**M1 wires**

Bar = 20 um. Supply wires on this layer in grey. Cells faint in the background.
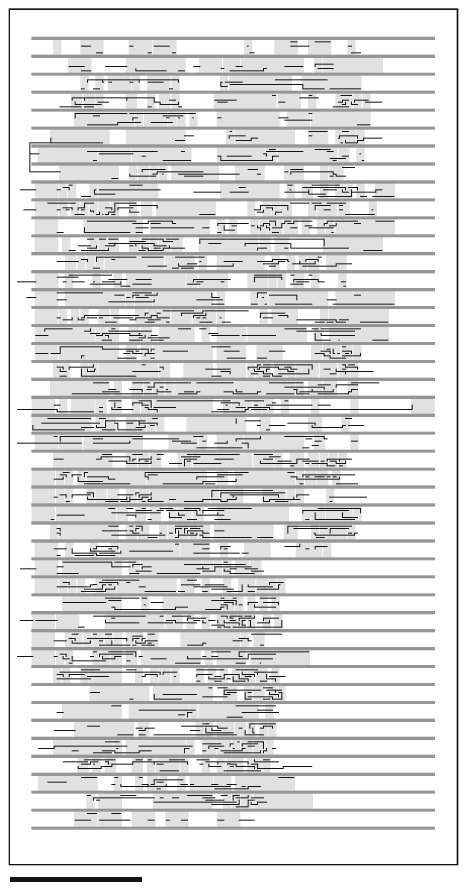
**Wiring by layer**

Two of the layers only.
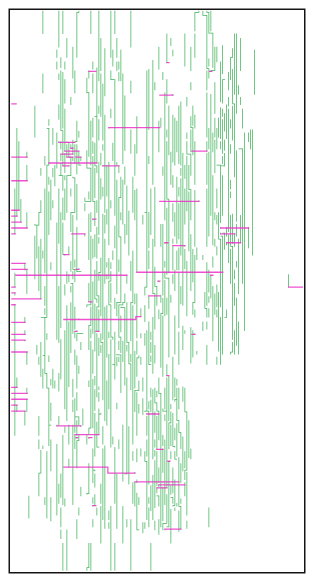
**Wires at chosen ports, followed through buffers**

Bar = 20 um.
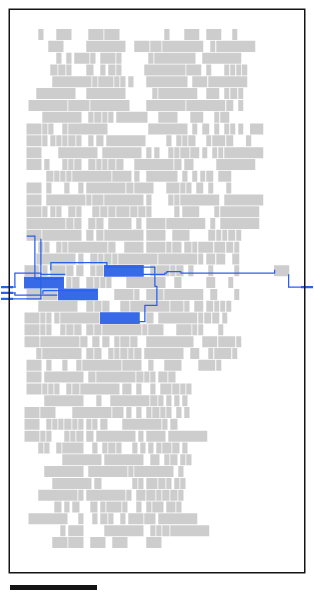
**Register map, names as in the netlist**

Bar = 20 um. Other sequential cells in the stronger grey, the rest of the logic in the fainter grey.
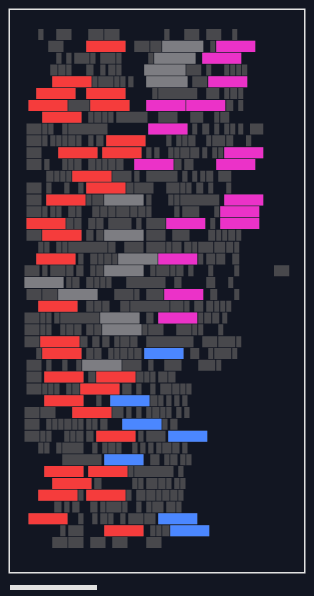
**config.mk**
```make
export PLATFORM = sky130hd
export DESIGN_NAME = sseg_banner_scanner
export DESIGN_NICKNAME = d
export VERILOG_FILES = /design/src/rtl/sseg_banner_scanner.sv
export SDC_FILE = /design/constraint.sdc
export NUM_CORES = 1
export LEC_CHECK = 0
export ABC_AREA = 1
export CORE_ASPECT_RATIO = 2
export CORE_MARGIN = 3
export CORE_UTILIZATION = 46
export CTS_CLUSTER_SIZE = 8
export DETAILED_ROUTE_END_ITERATION = 10
export PLACE_DENSITY = 0.8
export SLEW_MARGIN = 20
export SYNTH_ARGS = -nofsm -noshare
export SYNTH_HDL_FRONTEND = slang
export SYNTH_SLANG_ARGS = --single-unit
```
**constraint.sdc**
```tcl
create_clock -name clk -period 2.06 [get_ports clk]
set_input_delay 0.412 -clock clk [delete_from_list [all_inputs] [get_ports clk]]
set_output_delay 0.412 -clock clk [all_outputs]
set_load 0.02 [all_outputs]
```
**src/rtl/sseg_banner_scanner.sv**
```systemverilog
// Multiplexed seven-segment banner scanner: scans NUM_DIGITS digits and scrolls a BANNER_LEN banner.
// Optional macro SSEG_BANNER_HEAD_DP_EN lights dp on the slot currently showing banner index 0.
module sseg_banner_scanner #(
  parameter int NUM_DIGITS    = 4,
  parameter int BANNER_LEN    = 8,
  parameter int REFRESH_DIV   = 50000,
  parameter int SCROLL_FRAMES = 100
) (
  input  logic                    clk,
  input  logic                    reset,
  input  logic                    load,
  input  logic [4*BANNER_LEN-1:0] banner_data,
  input  logic                    scroll_en,
  output logic [3:0]              bcd_digit,
  output logic                    dp,
  output logic [NUM_DIGITS-1:0]   anode
);

  localparam int RCW = $clog2(REFRESH_DIV);
  localparam int SLW = $clog2(NUM_DIGITS);
  localparam int FCW = $clog2(SCROLL_FRAMES + 1);
  localparam int HW  = $clog2(BANNER_LEN);
  localparam int SW  = HW + 1;

  localparam logic [RCW-1:0] REFRESH_LAST = RCW'(REFRESH_DIV - 1);
  localparam logic [SLW-1:0] SLOT_LAST    = SLW'(NUM_DIGITS - 1);
  localparam logic [FCW-1:0] FRAME_LAST   = FCW'(SCROLL_FRAMES - 1);
  localparam logic [HW-1:0]  HEAD_LAST    = HW'(BANNER_LEN - 1);

  logic [RCW-1:0] refresh_cnt_reg;
  logic [SLW-1:0] slot_reg;
  logic [FCW-1:0] frame_cnt_reg;
  logic [HW-1:0]  head_reg;
  logic [3:0]     banner_reg [BANNER_LEN];
  logic [3:0]     banner_in  [BANNER_LEN];

  logic           refresh_wrap;
  logic           frame_end;
  logic [SW-1:0]  sum_w;
  logic [HW-1:0]  idx;
  logic [HW-1:0]  head_next;

  genvar gi;
  generate
    for (gi = 0; gi < BANNER_LEN; gi++) begin : g_unpack
      assign banner_in[gi] = banner_data[4*gi +: 4];
    end
  endgenerate

  assign refresh_wrap = (refresh_cnt_reg == REFRESH_LAST);
  assign frame_end    = refresh_wrap && (slot_reg == SLOT_LAST);
  assign head_next    = (head_reg == HEAD_LAST) ? '0 : head_reg + 1'b1;

  // Slot i shows banner[(head + NUM_DIGITS-1-i) mod BANNER_LEN]; the sum stays below 2*BANNER_LEN.
  always_comb begin
    sum_w = SW'(head_reg) + SW'(NUM_DIGITS - 1) - SW'(slot_reg);
    idx   = (sum_w >= SW'(BANNER_LEN)) ? HW'(sum_w - SW'(BANNER_LEN)) : HW'(sum_w);
  end

  always_ff @(posedge clk or posedge reset) begin
    if (reset) begin
      refresh_cnt_reg <= '0;
      slot_reg        <= '0;
      frame_cnt_reg   <= '0;
      head_reg        <= '0;
      for (int k = 0; k < BANNER_LEN; k++) banner_reg[k] <= '0;
      anode           <= '1;
      bcd_digit       <= '0;
    end else begin
      anode     <= ~(NUM_DIGITS'(1) << slot_reg);
      bcd_digit <= banner_reg[idx];

      refresh_cnt_reg <= refresh_wrap ? '0 : refresh_cnt_reg + 1'b1;
      if (refresh_wrap)
        slot_reg <= (slot_reg == SLOT_LAST) ? '0 : slot_reg + 1'b1;

      // Load wins over a coincident scroll step.
      if (load) begin
        for (int k = 0; k < BANNER_LEN; k++) banner_reg[k] <= banner_in[k];
        head_reg      <= '0;
        frame_cnt_reg <= '0;
      end else if (!scroll_en) begin
        frame_cnt_reg <= '0;
      end else if (frame_end) begin
        if (frame_cnt_reg == FRAME_LAST) begin
          head_reg      <= head_next;
          frame_cnt_reg <= '0;
        end else begin
          frame_cnt_reg <= frame_cnt_reg + 1'b1;
        end
      end
    end
  end

`ifdef SSEG_BANNER_HEAD_DP_EN
  always_ff @(posedge clk or posedge reset) begin
    if (reset) dp <= 1'b0;
    else       dp <= (idx == '0);
  end
`else
  assign dp = 1'b0;
`endif

endmodule

```
==> results.yml <==
# generated from flow reports
run_status:
  status: "complete, no violations"
clock_tree:
  cts_inserted_buffers: 9
  hold_buffers: 0
  postCtsSetupBuffers: 0
  clock-root-buffer: "sky130_fd_sc_hd__clkbuf_16"
  clk_pin_slew_ns: 0.06
  number_of_resized_instances_in_the_post_cts_repair_step: 0
  clock_latency_ns: 0.33
  cts_max_path_buffers: 2
floorplanning:
  row_count: 44
  die_x_um: 67.7
  area_inside_the_core_boundary_mm2: 0.00732
  die_y_um: 129
  die_area_mm2: 0.00876
  pin_count: 45
synthesis:
  post_synth_instance_area_mm2: 0.00350
  synth_adder_area_share_pct: 3.93
  common_cells: "sky130_fd_sc_hd__nand2_1, sky130_fd_sc_hd__dfrtp_1, sky130_fd_sc_hd__inv_1"
  synth_top_area_share_pct: 45.7
  synth.ff_latch_count: 68
  synth-main-ff-cell: "sky130_fd_sc_hd__dfrtp_1"
  post-synth-top-area-cell: "sky130_fd_sc_hd__dfrtp_1"
  synthTopCellsByArea: "sky130_fd_sc_hd__dfrtp_1, sky130_fd_sc_hd__nand2_1, sky130_fd_sc_hd__inv_1, sky130_fd_sc_hd__o21ai_0, sky130_fd_sc_hd__nor2_1"
  post_synth_main_logic_family: "simple AND/OR/NAND/NOR gates"
  mux_area_share_pct: 0
  synth_nets: 488
  ys_seq_share_pct: 48.7
  yosys.cell_count.top_type: "sky130_fd_sc_hd__nand2_1"
  synth_simple_gate_area_share_pct: 27.4
  yosys_instances: 441
  post_synth.cell_area_avg_um2: 7.94
  syn_inst: 441
  postSynth.asyncResetShare_pct: 100
  post_synth_num_cell_types: 32
power_and_ir_drop:
  power.combinational.total_w: 0.000260
  pwr-share-seq_pct: 44.2
  power.density_mw_per_mm2: 742
  p_total_w: 0.00324
  power.switching_w: 0.000718
  power_report.internal_total_w: 0.00252
  leading_power_group: "the clock network"
  peakVddDrop_mv: 0.672
  p_leak_nw: 2.15
  clock_power_share_pct: 47.8
  net_switching_share_of_the_total_power_pct: 22.2
place:
  placed_cells: 568
  dpl-instance-area_mm2: 0.00406
  placement.setup.worst_slack_ns: 0.216
  hpwl_mm: 6.05
  port_buffers: 43
layout:
  fillerInstances: 615
  num_antenna_cells: 0
  final_cell_count_no_fill: 584
  drive_gt1_share_pct: 10.6
  layout.cell_area.non_filler_mm2: 0.00437
  largest_reg_flops: 32
  post_layout_util_pct: 59.6
grt:
  global_route.usage.met1_pct: 19.6
  grt_start_max_net_pins: 52
  globalRoute.busiestLayer: "met2"
  grt_antenna_before_repair: 0
  global_route.usage.met3_pct: 3.64
  grt_overflow: 0
  grt_first_pass_wirelength_mm: 13.5
  number_of_global_route_vias_before_repair: 3087
detailed_routing:
  drt_drc_violations_left: 0
  uppermost_signal_routing_layer_after_detailed_routing: "met4"
  detailedRoute.firstPassIterationCount: 4
  viasPerCell: 5.17
  final_wl_mm: 8.03
  met3WireLength_um: 265
  met2_wirelength_mm: 4.62
  post_drt_wl_per_cell_um: 13.7
  via_count: 3018
sta:
  slew_viol_final: 0
  fin_worst_skew_ns: 0.00557
  setup_tns_ns: 0
  period_minus_slack_ns: 1.85
  final-setup-viol-count: 0
  maxClockFrequency_ghz: 0.540
  finalHoldViolations: 0
  setup_repair_after_global_routing_missed_its_margin: "false"
setup_path:
  startpoint: "anode[2]$_DFF_PP1_"
  critical_path_depth: 1
  r2r-end: "bcd_digit[0]$_DFF_PP0_"
  worst-path-max-fanout: 1
  worstRegToRegCells: 7
  family_of_cells_with_the_greatest_summed_delay_on_the_critical_path: "buffers and inverters"
  timing.rr.start: "slot_reg[1]$_DFFE_PP0N_"
  worst_setup_path_start_kind: "register"
  slowest_stage_cell_cp: "sky130_fd_sc_hd__clkdlybuf4s50_1"
  critPathBufInv: 1
  ff2ff_setup_slack_ns: 0.23
  crit_path_cell_chain: "clkdlybuf4s50_1"
flow_run:
  openroad_warning_count: 29
  drv_cap: 0
About 'M1 wires':
nets with wire on the layer = 486
longest straight run = 21.6 um
wire length on this layer = 2680 um
main direction = horizontal
share of all routed wire = 33%

About 'wiring by layer':
metal 3 -> magenta  # wire length 265 um
metal 2 -> green  # wire length 4620 um

About 'wires at chosen ports, followed through buffers':
bcd_digit -> blue  # bits 4, direction output, end cells 4, buffers 4, wire 160 um

About 'register map, names as in the netlist':
refresh_cnt_reg -> magenta  # flops 16
frame_cnt_reg -> blue  # flops 7, where bottom centre
banner_reg -> red  # flops 32, where a column on the left

-- area by class of cell --
| cell class | instances | area, um^2 | share of cell area [%] |
|---|---|---|---|
| multi-input combinational | 300 | 1520 | 34.7 |
| timing repair buffer | 49 | 500 | 11.5 |
| clock inverter | 4 | 47.5 | 1.09 |
| sequential | 68 | 1710 | 39.1 |
| clock buffer | 12 | 256 | 5.87 |
| inverter | 59 | 225 | 5.16 |
| tap | 92 | 115 | 2.64 |
-- placed cells by master, fill, tap and decap left out, types with 2 or more instances in the layout --
cell type,instances
sky130_fd_sc_hd__inv_1,51
sky130_fd_sc_hd__clkdlybuf4s50_1,43
sky130_fd_sc_hd__o21ai_0,38
sky130_fd_sc_hd__o21ai_1,5
sky130_fd_sc_hd__nor3_1,5
sky130_fd_sc_hd__ha_1,10
sky130_fd_sc_hd__nor2_4,4
sky130_fd_sc_hd__inv_2,6
sky130_fd_sc_hd__nand2_4,3
sky130_fd_sc_hd__dfstp_2,4
sky130_fd_sc_hd__nand3_1,21
sky130_fd_sc_hd__buf_12,2
sky130_fd_sc_hd__a21oi_1,21
sky130_fd_sc_hd__xor2_1,8
sky130_fd_sc_hd__nand2_2,2
sky130_fd_sc_hd__buf_4,4
sky130_fd_sc_hd__nand2_1,117
sky130_fd_sc_hd__nand4_1,8
sky130_fd_sc_hd__clkbuf_8,2
sky130_fd_sc_hd__nand3_2,3
sky130_fd_sc_hd__nor2_2,5
sky130_fd_sc_hd__clkbuf_16,9
sky130_fd_sc_hd__clkinvlp_4,2
sky130_fd_sc_hd__dfrtp_1,64
sky130_fd_sc_hd__nor2_1,40
sky130_fd_sc_hd__clkinv_2,2
Power and IR drop assume default switching activity.
